File: src/rtl/id_ex_stage.sv
// Register-read / issue stage: captures operands (with same-cycle writeback bypass)
// into a two-entry skid buffer and keeps held operands coherent by snooping writebacks.
module id_ex_stage #(
  parameter int XLEN   = 32,
  parameter int CTRL_W = 16
) (
  input  logic              i_CLK,
  input  logic              i_Reset,
  input  logic              i_Flush,
  input  logic              i_Valid,
  output logic              o_Ready,
  input  logic [XLEN-1:0]   i_PC,
  input  logic [XLEN-1:0]   i_Imm,
  input  logic [4:0]        i_Rs1,
  input  logic [4:0]        i_Rs2,
  input  logic [4:0]        i_Rd,
  input  logic [CTRL_W-1:0] i_Ctrl,
  output logic [4:0]        o_A1,
  output logic [4:0]        o_A2,
  input  logic [XLEN-1:0]   i_RD1,
  input  logic [XLEN-1:0]   i_RD2,
  input  logic [4:0]        i_WB_A3,
  input  logic              i_WB_WE3,
  input  logic [XLEN-1:0]   i_WB_WD3,
  output logic              o_Valid,
  input  logic              i_Ready,
  output logic [XLEN-1:0]   o_PC,
  output logic [XLEN-1:0]   o_Imm,
  output logic [XLEN-1:0]   o_Op1,
  output logic [XLEN-1:0]   o_Op2,
  output logic [4:0]        o_Rs1,
  output logic [4:0]        o_Rs2,
  output logic [4:0]        o_Rd,
  output logic [CTRL_W-1:0] o_Ctrl
);

  // Handshake: a transfer happens on an edge where valid and ready are both 1.
  // Upstream ready depends only on skid occupancy, never on downstream ready.
  logic              r_m_valid, r_s_valid;
  logic [XLEN-1:0]   r_m_pc, r_m_imm, r_m_op1, r_m_op2;
  logic [XLEN-1:0]   r_s_pc, r_s_imm, r_s_op1, r_s_op2;
  logic [4:0]        r_m_rs1, r_m_rs2, r_m_rd;
  logic [4:0]        r_s_rs1, r_s_rs2, r_s_rd;
  logic [CTRL_W-1:0] r_m_ctrl, r_s_ctrl;

  logic              w_accept, w_drain, w_wb_live;
  logic [XLEN-1:0]   w_in_op1, w_in_op2;
  logic [XLEN-1:0]   w_m_op1, w_m_op2, w_s_op1, w_s_op2;

  assign o_A1      = i_Rs1;
  assign o_A2      = i_Rs2;
  assign o_Ready   = ~r_s_valid;
  assign o_Valid   = r_m_valid;
  assign w_accept  = i_Valid & ~r_s_valid;
  assign w_drain   = r_m_valid & i_Ready;
  assign w_wb_live = i_WB_WE3 & (i_WB_A3 != 5'd0);

  // The regfile write lands on the same edge as this read, so bypass it here.
  assign w_in_op1 = (i_Rs1 == 5'd0) ? '0 :
                    (w_wb_live && i_WB_A3 == i_Rs1) ? i_WB_WD3 : i_RD1;
  assign w_in_op2 = (i_Rs2 == 5'd0) ? '0 :
                    (w_wb_live && i_WB_A3 == i_Rs2) ? i_WB_WD3 : i_RD2;

  // Snooped views of held operands; they feed both the in-place hold and S->M moves.
  assign w_m_op1 = (w_wb_live && i_WB_A3 == r_m_rs1) ? i_WB_WD3 : r_m_op1;
  assign w_m_op2 = (w_wb_live && i_WB_A3 == r_m_rs2) ? i_WB_WD3 : r_m_op2;
  assign w_s_op1 = (w_wb_live && i_WB_A3 == r_s_rs1) ? i_WB_WD3 : r_s_op1;
  assign w_s_op2 = (w_wb_live && i_WB_A3 == r_s_rs2) ? i_WB_WD3 : r_s_op2;

  always_ff @(posedge i_CLK or negedge i_Reset) begin
    if (!i_Reset) begin
      r_m_valid <= 1'b0;
      r_s_valid <= 1'b0;
      r_m_pc    <= '0;
      r_m_imm   <= '0;
      r_m_op1   <= '0;
      r_m_op2   <= '0;
      r_m_rs1   <= '0;
      r_m_rs2   <= '0;
      r_m_rd    <= '0;
      r_m_ctrl  <= '0;
      r_s_pc    <= '0;
      r_s_imm   <= '0;
      r_s_op1   <= '0;
      r_s_op2   <= '0;
      r_s_rs1   <= '0;
      r_s_rs2   <= '0;
      r_s_rd    <= '0;
      r_s_ctrl  <= '0;
    end else begin
      r_m_op1 <= w_m_op1;
      r_m_op2 <= w_m_op2;
      r_s_op1 <= w_s_op1;
      r_s_op2 <= w_s_op2;
      if (i_Flush) begin
        r_m_valid <= 1'b0;
        r_s_valid <= 1'b0;
      end else if (!r_m_valid || w_drain) begin
        if (r_s_valid) begin
          r_m_valid <= 1'b1;
          r_m_pc    <= r_s_pc;
          r_m_imm   <= r_s_imm;
          r_m_op1   <= w_s_op1;
          r_m_op2   <= w_s_op2;
          r_m_rs1   <= r_s_rs1;
          r_m_rs2   <= r_s_rs2;
          r_m_rd    <= r_s_rd;
          r_m_ctrl  <= r_s_ctrl;
          r_s_valid <= w_accept;
          if (w_accept) begin
            r_s_pc   <= i_PC;
            r_s_imm  <= i_Imm;
            r_s_op1  <= w_in_op1;
            r_s_op2  <= w_in_op2;
            r_s_rs1  <= i_Rs1;
            r_s_rs2  <= i_Rs2;
            r_s_rd   <= i_Rd;
            r_s_ctrl <= i_Ctrl;
          end
        end else if (w_accept) begin
          r_m_valid <= 1'b1;
          r_m_pc    <= i_PC;
          r_m_imm   <= i_Imm;
          r_m_op1   <= w_in_op1;
          r_m_op2   <= w_in_op2;
          r_m_rs1   <= i_Rs1;
          r_m_rs2   <= i_Rs2;
          r_m_rd    <= i_Rd;
          r_m_ctrl  <= i_Ctrl;
        end else begin
          r_m_valid <= 1'b0;
        end
      end else if (w_accept) begin
        r_s_valid <= 1'b1;
        r_s_pc    <= i_PC;
        r_s_imm   <= i_Imm;
        r_s_op1   <= w_in_op1;
        r_s_op2   <= w_in_op2;
        r_s_rs1   <= i_Rs1;
        r_s_rs2   <= i_Rs2;
        r_s_rd    <= i_Rd;
        r_s_ctrl  <= i_Ctrl;
      end
    end
  end

  assign o_PC   = r_m_pc;
  assign o_Imm  = r_m_imm;
  assign o_Op1  = r_m_op1;
  assign o_Op2  = r_m_op2;
  assign o_Rs1  = r_m_rs1;
  assign o_Rs2  = r_m_rs2;
  assign o_Rd   = r_m_rd;
  assign o_Ctrl = r_m_ctrl;

endmodule
File: config.mk
export PLATFORM = sky130hd
export DESIGN_NAME = id_ex_stage
export DESIGN_NICKNAME = d
export VERILOG_FILES = /design/src/rtl/id_ex_stage.sv
export SDC_FILE = /design/constraint.sdc
export NUM_CORES = 1
export LEC_CHECK = 0
export ABC_AREA = 1
export CORE_ASPECT_RATIO = 0.8
export CORE_MARGIN = 5
export CORE_UTILIZATION = 52
export DETAILED_ROUTE_END_ITERATION = 12
export HOLD_SLACK_MARGIN = 0.15
export PLACE_DENSITY = 0.81
export SLEW_MARGIN = 20
export SYNTH_ARGS = -nofsm -noshare
export SYNTH_HDL_FRONTEND = slang
export SYNTH_SLANG_ARGS = --single-unit
File: constraint.sdc
create_clock -name i_CLK -period 2.38 [get_ports i_CLK]
set_clock_uncertainty 0.05 [all_clocks]
set_input_delay 0.357 -clock i_CLK [delete_from_list [all_inputs] [get_ports i_CLK]]
set_output_delay 0.357 -clock i_CLK [all_outputs]
set_load 0.03 [all_outputs]
==> results.toml, run 1 <==
# implementation run metrics
[outcome]
status = "finished clean"

[logic_synthesis]
synthCells = 2392
synth.most_common_cell = "nand2_1"
synthFlopType = "dfrtp_1"
yosysWarnings = 0
top_cells_by_count = "nand2_1 (695), nand3_1 (355), inv_1 (337)"
ys_sh_simple_pct = 30.0
synthTopLogicFamily = "simple AND/OR/NAND/NOR gates"
adder_share_pct = 0
synth_area_um2 = 17400
ys_seq_share_pct = 46.1
topCellsByArea = "dfrtp_1 (46%), nand2_1 (15%), nand3_1 (10%)"
ys_types = 29
ys_seq_elements = 320
syn_nets = 2594
avgSynthCellArea_um2 = 7.27
async_flop_share_pct = 100
top_area_share_pct = 46.1
synth-xor-area-share_pct = 0.907
post-synth-top-area-cell = "dfrtp_1"
edf_count = 0
yosys.stat.chipArea_um2 = 17400
aoi_share_pct = 10.3
ys_sh_mux_pct = 0
yosysCellCount = 2392

[power_and_ir_drop]
p_per_area_nw_per_um2 = 875
switching_share_pct = 35.2
leakage_nw = 11.9
p_seq_w = 0.00771
seq_power_share_pct = 38.3
p_comb_w = 0.00658
p_comb_share_pct = 32.7
clockPowerShare_pct = 29.1
internal_power_w = 0.0131
vdd_drop_max_mv = 0.600
top_power_group = "registers"
power.switching_w = 0.00710
fin_total_pwr_w = 0.0201
power_clock_w = 0.00586

[setup_path]
critPathKind = "in2out"
critPathBufInv = 2
cp_max_fo = 4
arrival_ns = 1.78
r2r_cells = 6
cp-end-kind = "primary output"
rrSetupSlack_ns = 0.46
path_delay_family = "buffers and inverters"
cp_cell_sequence = "clkdlybuf4s50_1, clkdlybuf4s50_1"
crit_cells = 2
r2r-start = "o_Valid"
endpoint = "o_A1[0]"
worstPathRequired_ns = 1.97
startpoint = "i_Rs1[0]"
cp_slowest_stage_delay_ns = 0.78
crit_top_cell = "clkdlybuf4s50_1"
cp-start-kind = "primary input"
cpMaxStageDelayCell = "clkdlybuf4s50_1"

[job]
max_cap_viol_count = 0
warning_count = 28

[routing]
met1Wirelength_um = 22300
vias_per_cell = 5.71
drt-initial-drc-count = 2107
via_count = 17963
wl_met3_um = 6560
postRouteAntennaNets = 0
wl_per_cell_um = 18.6
top_layer = "met5"
routed_wl_um = 58600
met2_length_um = 26700
drc = 0
first_pass_iters = 7

[clocking]
insertion_delay_ns = 0.54
cts_tree = "built"
cts.sinks = 320
clkTransAtPathRegs_ns = 0.06
cts-root-buf = "clkbuf_16"
cts-htree-levels = 2
cts-resized-gates = 0
clockBufferDepth = 3
ctsHoldBuffers = 1
cts_setup_buffers = 0
cts_made_buffers = 35

[final_timing]
slew_headroom_pct = 28.9
finalSetupViolations = 0
worstMarginPinSlew_ns = 1.06
fmax_mhz = 457
layout_setup_ws_ns = 0.190
period_used_pct = 92.0
finalSetupTns_ns = 0
final.min_clock_period_ns = 2.19
rsz0062_at_grt = "no"
hold_ws_ns = 0.325
finalHoldViolCount = 0

[floorplan]
tapCellCount = 427
core_area_um2 = 32800
fp_util_pct = 53.1
io_pins = 373
die_w_um = 214
die-area_um2 = 37200
die_h_um = 174
rows = 59

[layout]
ff_count = 320
n_clock_buffer = 46
seq_area_um2 = 8010
comb_area_um2 = 7220
drive_above_1_share_pct = 6.00
final_core_util_pct = 70.3
bufAreaShareNonClock_pct = 20.6
mostFrequentLayoutCell = "nand2_1"
syn2layout_area_growth_pct = 32.5
seq_area_share_pct = 34.8
num_antenna_cells = 3
num-nonclk-inverters = 343
comb_area_share_pct = 31.3
fin_nets = 2895
lay_top_cells = "nand2_1 (694), clkdlybuf4s50_1 (370), nand3_1 (355)"
comb_cells = 1547
fill_cells = 2603
dominant-cell-class = "flip-flops and latches"
final_area_um2 = 23000
clkCellAreaFrac_pct = 5.37
signal_buffers = 446
fin_cells = 3147

[placement]
place_area_um2 = 21800
pre_cts_slack_ns = 0.0427
port_buffers = 372
placedCellCount = 3082
gp_congestion = 0.910
dp_hpwl_um = 39400

[grt]
grt_pass1_wl_um = 93800
met1_usage_pct = 39.1
antenna_found_initial = 4
track_usage_pct = 30.5
grt_pass1_vias = 17882
use_met3_pct = 8.50
gr-total-overflow = 0
grt_max_degree = 104
grt_use_met2_pct = 48.4
busiest_layer = "met2"

[hold_path]
min_path_type = "in2async"
### Signal wires on met1, run 1

The bar under the picture is 50 µm long. Cells faint in the background.
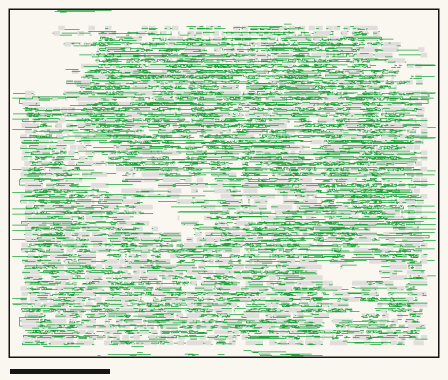
wire length on this layer: 22.3 mm
nets with wire on the layer: 2647

### M2 wires, run 1

The bar under the picture is 50 µm long. Cells faint in the background.
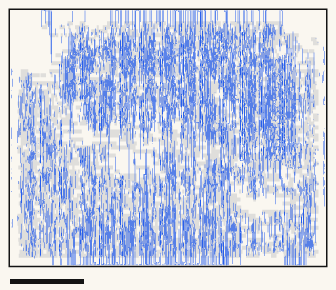
main direction: vertical
longest straight run: 78.9 µm

### Met3 routing, run 1

The bar under the picture is 50 µm long. Cells faint in the background.
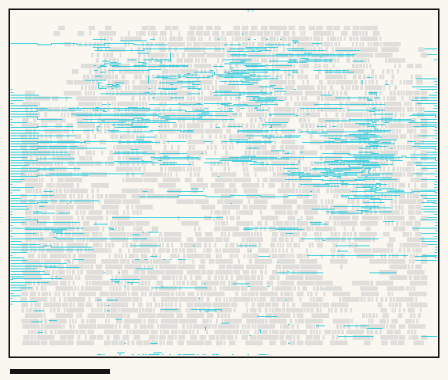
main direction: horizontal
wire length on this layer: 6560 µm

### Met4 routing, run 1

The bar under the picture is 50 µm long.
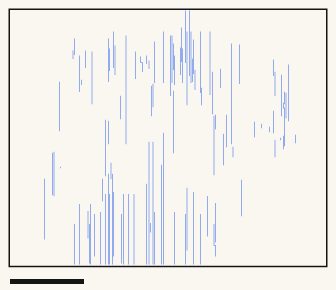

==> inputs of run 2 (changes only) <==
CTS_CLUSTER_SIZE = 12   (was unset)
### Met4 routing, run 2

The bar under the picture is 50 µm long.
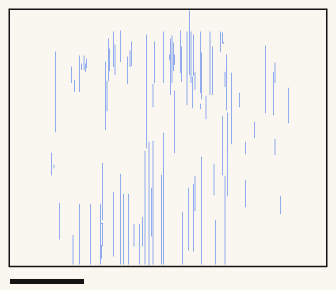
longest straight run: 89.1 µm
share of all routed wire: 4.6%

### Met3 routing, run 2

The bar under the picture is 50 µm long. Cells faint in the background.
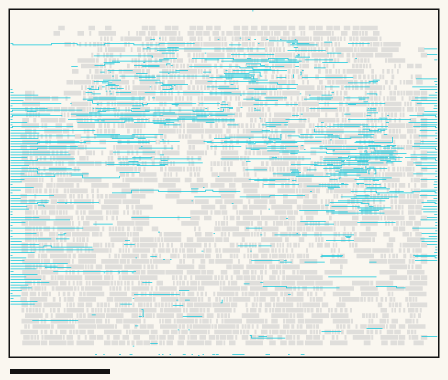
GRT met3 Usage: 8.38%
vias after detailed routing: 17854

==> run 2 against run 1 <==
Against the previous run:
- power decreased by 2.1%
- count of clock-buffer cells in the layout is 6 higher
- cell count is essentially flat
- setup slack gained 0.0034 ns
- largest power group unchanged
- highest routed layer unchanged
==> results.toml, run 2 <==
# implementation run metrics
[final_timing]
hold_ws_ns = 0.343
fmax_mhz = 457
slew_headroom_pct = 29.2
finalHoldViolCount = 0
layout_setup_ws_ns = 0.194
finalSetupTns_ns = 0
final.min_clock_period_ns = 2.19
finalSetupViolations = 0
period_used_pct = 91.9

[power_and_ir_drop]
power.switching_w = 0.00699
clockPowerShare_pct = 27.6
internal_power_w = 0.0127
p_comb_share_pct = 33.3
fin_total_pwr_w = 0.0197
p_seq_w = 0.00771
p_comb_w = 0.00657
leakage_nw = 11.8

[routing]
met2_length_um = 27000
wl_per_cell_um = 18.6
drc = 0
first_pass_iters = 6
postRouteAntennaNets = 0
drt-initial-drc-count = 2195
vias_per_cell = 5.68
wl_met3_um = 6380
met1Wirelength_um = 22400
top_layer = "met5"

[floorplan]
die_w_um = 214
die-area_um2 = 37200
fp_util_pct = 53.1
tapCellCount = 427
io_pins = 373

[grt]
antenna_found_initial = 5
busiest_layer = "met2"
grt_pass1_wl_um = 94000
grt_pass1_vias = 17854
grt_use_met2_pct = 48.8
grt_max_degree = 104
track_usage_pct = 30.6

[setup_path]
crit_top_cell = "clkdlybuf4s50_1"
cp-end-kind = "primary output"
worstPathRequired_ns = 1.97
crit_cells = 2
cp_max_fo = 4
r2r_cells = 6
r2r-start = "o_Valid"
cp_slowest_stage_delay_ns = 0.79
critPathKind = "in2out"
cp-start-kind = "primary input"
startpoint = "i_Rs1[0]"
rrSetupSlack_ns = 0.46

[logic_synthesis]
ys_types = 29
aoi_share_pct = 10.3
ys_sh_simple_pct = 30.0
yosysCellCount = 2392
top_cells_by_count = "nand2_1 (695), nand3_1 (355), inv_1 (337)"
synth_area_um2 = 17400
synthTopLogicFamily = "simple AND/OR/NAND/NOR gates"
edf_count = 0
avgSynthCellArea_um2 = 7.27
post-synth-top-area-cell = "dfrtp_1"
ys_sh_mux_pct = 0
ys_seq_share_pct = 46.1
synth.most_common_cell = "nand2_1"
topCellsByArea = "dfrtp_1 (46%), nand2_1 (15%), nand3_1 (10%)"
yosys.stat.chipArea_um2 = 17400
top_area_share_pct = 46.1
synthCells = 2392
async_flop_share_pct = 100

[clocking]
cts_made_buffers = 35
cts-root-buf = "clkbuf_16"
clockBufferDepth = 3
cts-resized-gates = 0
cts-htree-levels = 2
cts.sinks = 320
clkTransAtPathRegs_ns = 0.06
ctsHoldBuffers = 1
cts_tree = "built"
cts_setup_buffers = 0

[outcome]
status = "finished clean"

[placement]
dp_hpwl_um = 39400
place_area_um2 = 21800
pre_cts_slack_ns = 0.0427
port_buffers = 372

[layout]
num-nonclk-inverters = 343
bufAreaShareNonClock_pct = 20.6
comb_area_um2 = 7220
comb_area_share_pct = 31.5
comb_cells = 1547
clkCellAreaFrac_pct = 4.91
fin_nets = 2895
dominant-cell-class = "flip-flops and latches"
mostFrequentLayoutCell = "nand2_1"
final_core_util_pct = 70.0
drive_above_1_share_pct = 5.75
syn2layout_area_growth_pct = 31.9
num_antenna_cells = 4
ff_count = 320
signal_buffers = 446
seq_area_share_pct = 34.9
n_clock_buffer = 52

[job]
warning_count = 28
### Signal wires on met1, run 2

The bar under the picture is 50 µm long. Cells faint in the background.
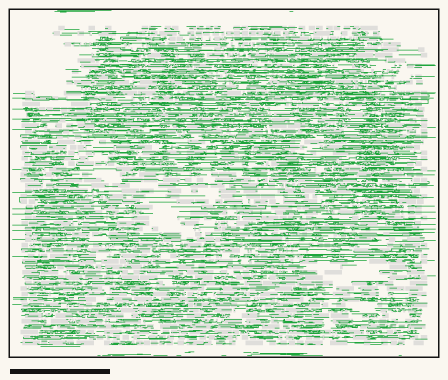
met1 global-route usage: 39.3%
DRT Wirelength: 58500 µm

==> inputs of run 3 (changes only) <==
ABC_CLOCK_PERIOD_IN_PS = 2380   (was unset)
### Routing congestion map, run 3

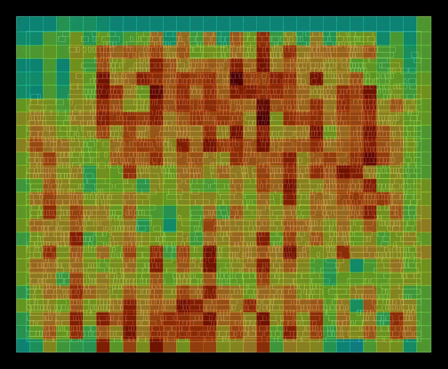
DR WL/cell: 18.6 µm
All-Layer GR Usage: 30.6%
GRT Max-Usage Layer: met2
met2 usage: 48.8%

### Signal wires on met1, run 3

The bar under the picture is 50 µm long. Cells faint in the background.
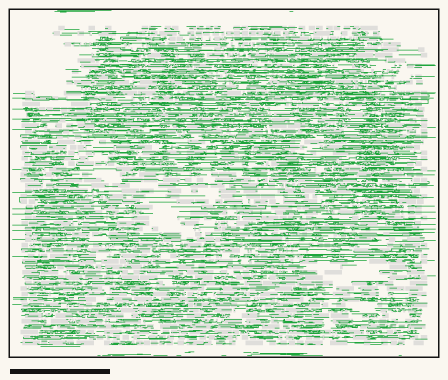
wire length on this layer: 22.4 mm
nets with wire on the layer: 2641

### Met4 routing, run 3

The bar under the picture is 50 µm long.
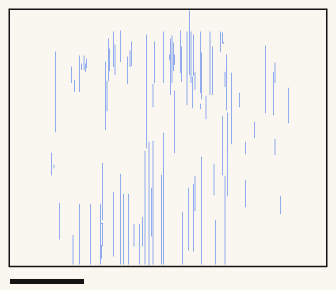

==> run 3 against run 2 <==
Against the previous run:
- cell count unchanged
- count of clock-buffer cells in the layout unchanged
- routed wire length unchanged
- maximum frequency unchanged
- setup slack unchanged
- clock power about the same
- worst hold slack unchanged
- global-route usage unchanged
- critical path type unchanged
==> results.toml, run 3 <==
# implementation run metrics
[final_timing]
rsz0062_at_grt = "no"
final.min_clock_period_ns = 2.19
worstMarginPinSlew_ns = 1.06
slew_headroom_pct = 29.2
fmax_mhz = 457
finalSetupViolations = 0
hold_ws_ns = 0.343
period_used_pct = 91.9
layout_setup_ws_ns = 0.194

[power_and_ir_drop]
power.switching_w = 0.00699
leakage_nw = 11.8
clockPowerShare_pct = 27.6
p_seq_w = 0.00771
p_comb_w = 0.00657
p_per_area_nw_per_um2 = 861
p_comb_share_pct = 33.3
top_power_group = "registers"
vdd_drop_max_mv = 0.765
internal_power_w = 0.0127
power_clock_w = 0.00546
seq_power_share_pct = 39.0
fin_total_pwr_w = 0.0197
switching_share_pct = 35.4

[job]
max_cap_viol_count = 0
warning_count = 28

[clocking]
insertion_delay_ns = 0.52
ctsHoldBuffers = 1
cts-resized-gates = 0
cts-root-buf = "clkbuf_16"
cts.sinks = 320
cts_tree = "built"
cts_setup_buffers = 0
clockBufferDepth = 3
clkTransAtPathRegs_ns = 0.06
cts_made_buffers = 35

[logic_synthesis]
avgSynthCellArea_um2 = 7.27
async_flop_share_pct = 100
synthFlopType = "dfrtp_1"
syn_nets = 2594
synth-xor-area-share_pct = 0.907
ys_sh_simple_pct = 30.0
synth.most_common_cell = "nand2_1"
ys_seq_elements = 320
topCellsByArea = "dfrtp_1 (46%), nand2_1 (15%), nand3_1 (10%)"
aoi_share_pct = 10.3
ys_sh_mux_pct = 0
synthTopLogicFamily = "simple AND/OR/NAND/NOR gates"
synth_area_um2 = 17400
yosysCellCount = 2392
yosys.stat.chipArea_um2 = 17400
synthCells = 2392
adder_share_pct = 0
yosysWarnings = 0
top_cells_by_count = "nand2_1 (695), nand3_1 (355), inv_1 (337)"
ys_seq_share_pct = 46.1
post-synth-top-area-cell = "dfrtp_1"
ys_types = 29

[setup_path]
endpoint = "o_A1[0]"
critPathBufInv = 2
r2r_cells = 6
cp_cell_sequence = "clkdlybuf4s50_1, clkdlybuf4s50_1"
crit_cells = 2
r2r-start = "o_Valid"
worstPathRequired_ns = 1.97
cp-start-kind = "primary input"
cp_max_fo = 4
path_delay_family = "buffers and inverters"
arrival_ns = 1.78
crit_top_cell = "clkdlybuf4s50_1"
rrSetupSlack_ns = 0.46
cp_slowest_stage_delay_ns = 0.79

[layout]
n_clock_buffer = 52
num-nonclk-inverters = 343
signal_buffers = 446
seq_area_um2 = 8010
lay_top_cells = "nand2_1 (694), clkdlybuf4s50_1 (370), nand3_1 (355)"
comb_cells = 1547
syn2layout_area_growth_pct = 31.9
bufAreaShareNonClock_pct = 20.6
comb_area_um2 = 7220
drive_above_1_share_pct = 5.75
ff_count = 320
dominant-cell-class = "flip-flops and latches"
num_antenna_cells = 4
comb_area_share_pct = 31.5
fin_cells = 3146

[floorplan]
rows = 59
die-area_um2 = 37200
io_pins = 373
core_area_um2 = 32800
fp_util_pct = 53.1
tapCellCount = 427
die_h_um = 174

[grt]
grt_pass1_wl_um = 94000
gr-total-overflow = 0
use_met3_pct = 8.38
grt_max_degree = 104
grt_pass1_vias = 17854
antenna_found_initial = 5
met1_usage_pct = 39.3

[routing]
first_pass_iters = 6
met2_length_um = 27000
vias_per_cell = 5.68
via_count = 17854
drt-initial-drc-count = 2195
top_layer = "met5"
routed_wl_um = 58500
wl_met3_um = 6380
met1Wirelength_um = 22400
postRouteAntennaNets = 0
drc = 0

[placement]
place_area_um2 = 21800
placedCellCount = 3082
dp_hpwl_um = 39400
pre_cts_slack_ns = 0.0427
port_buffers = 372

[hold_path]
min_path_type = "in2async"

[outcome]
status = "finished clean"
Power is estimated from default activity; no workload was simulated.
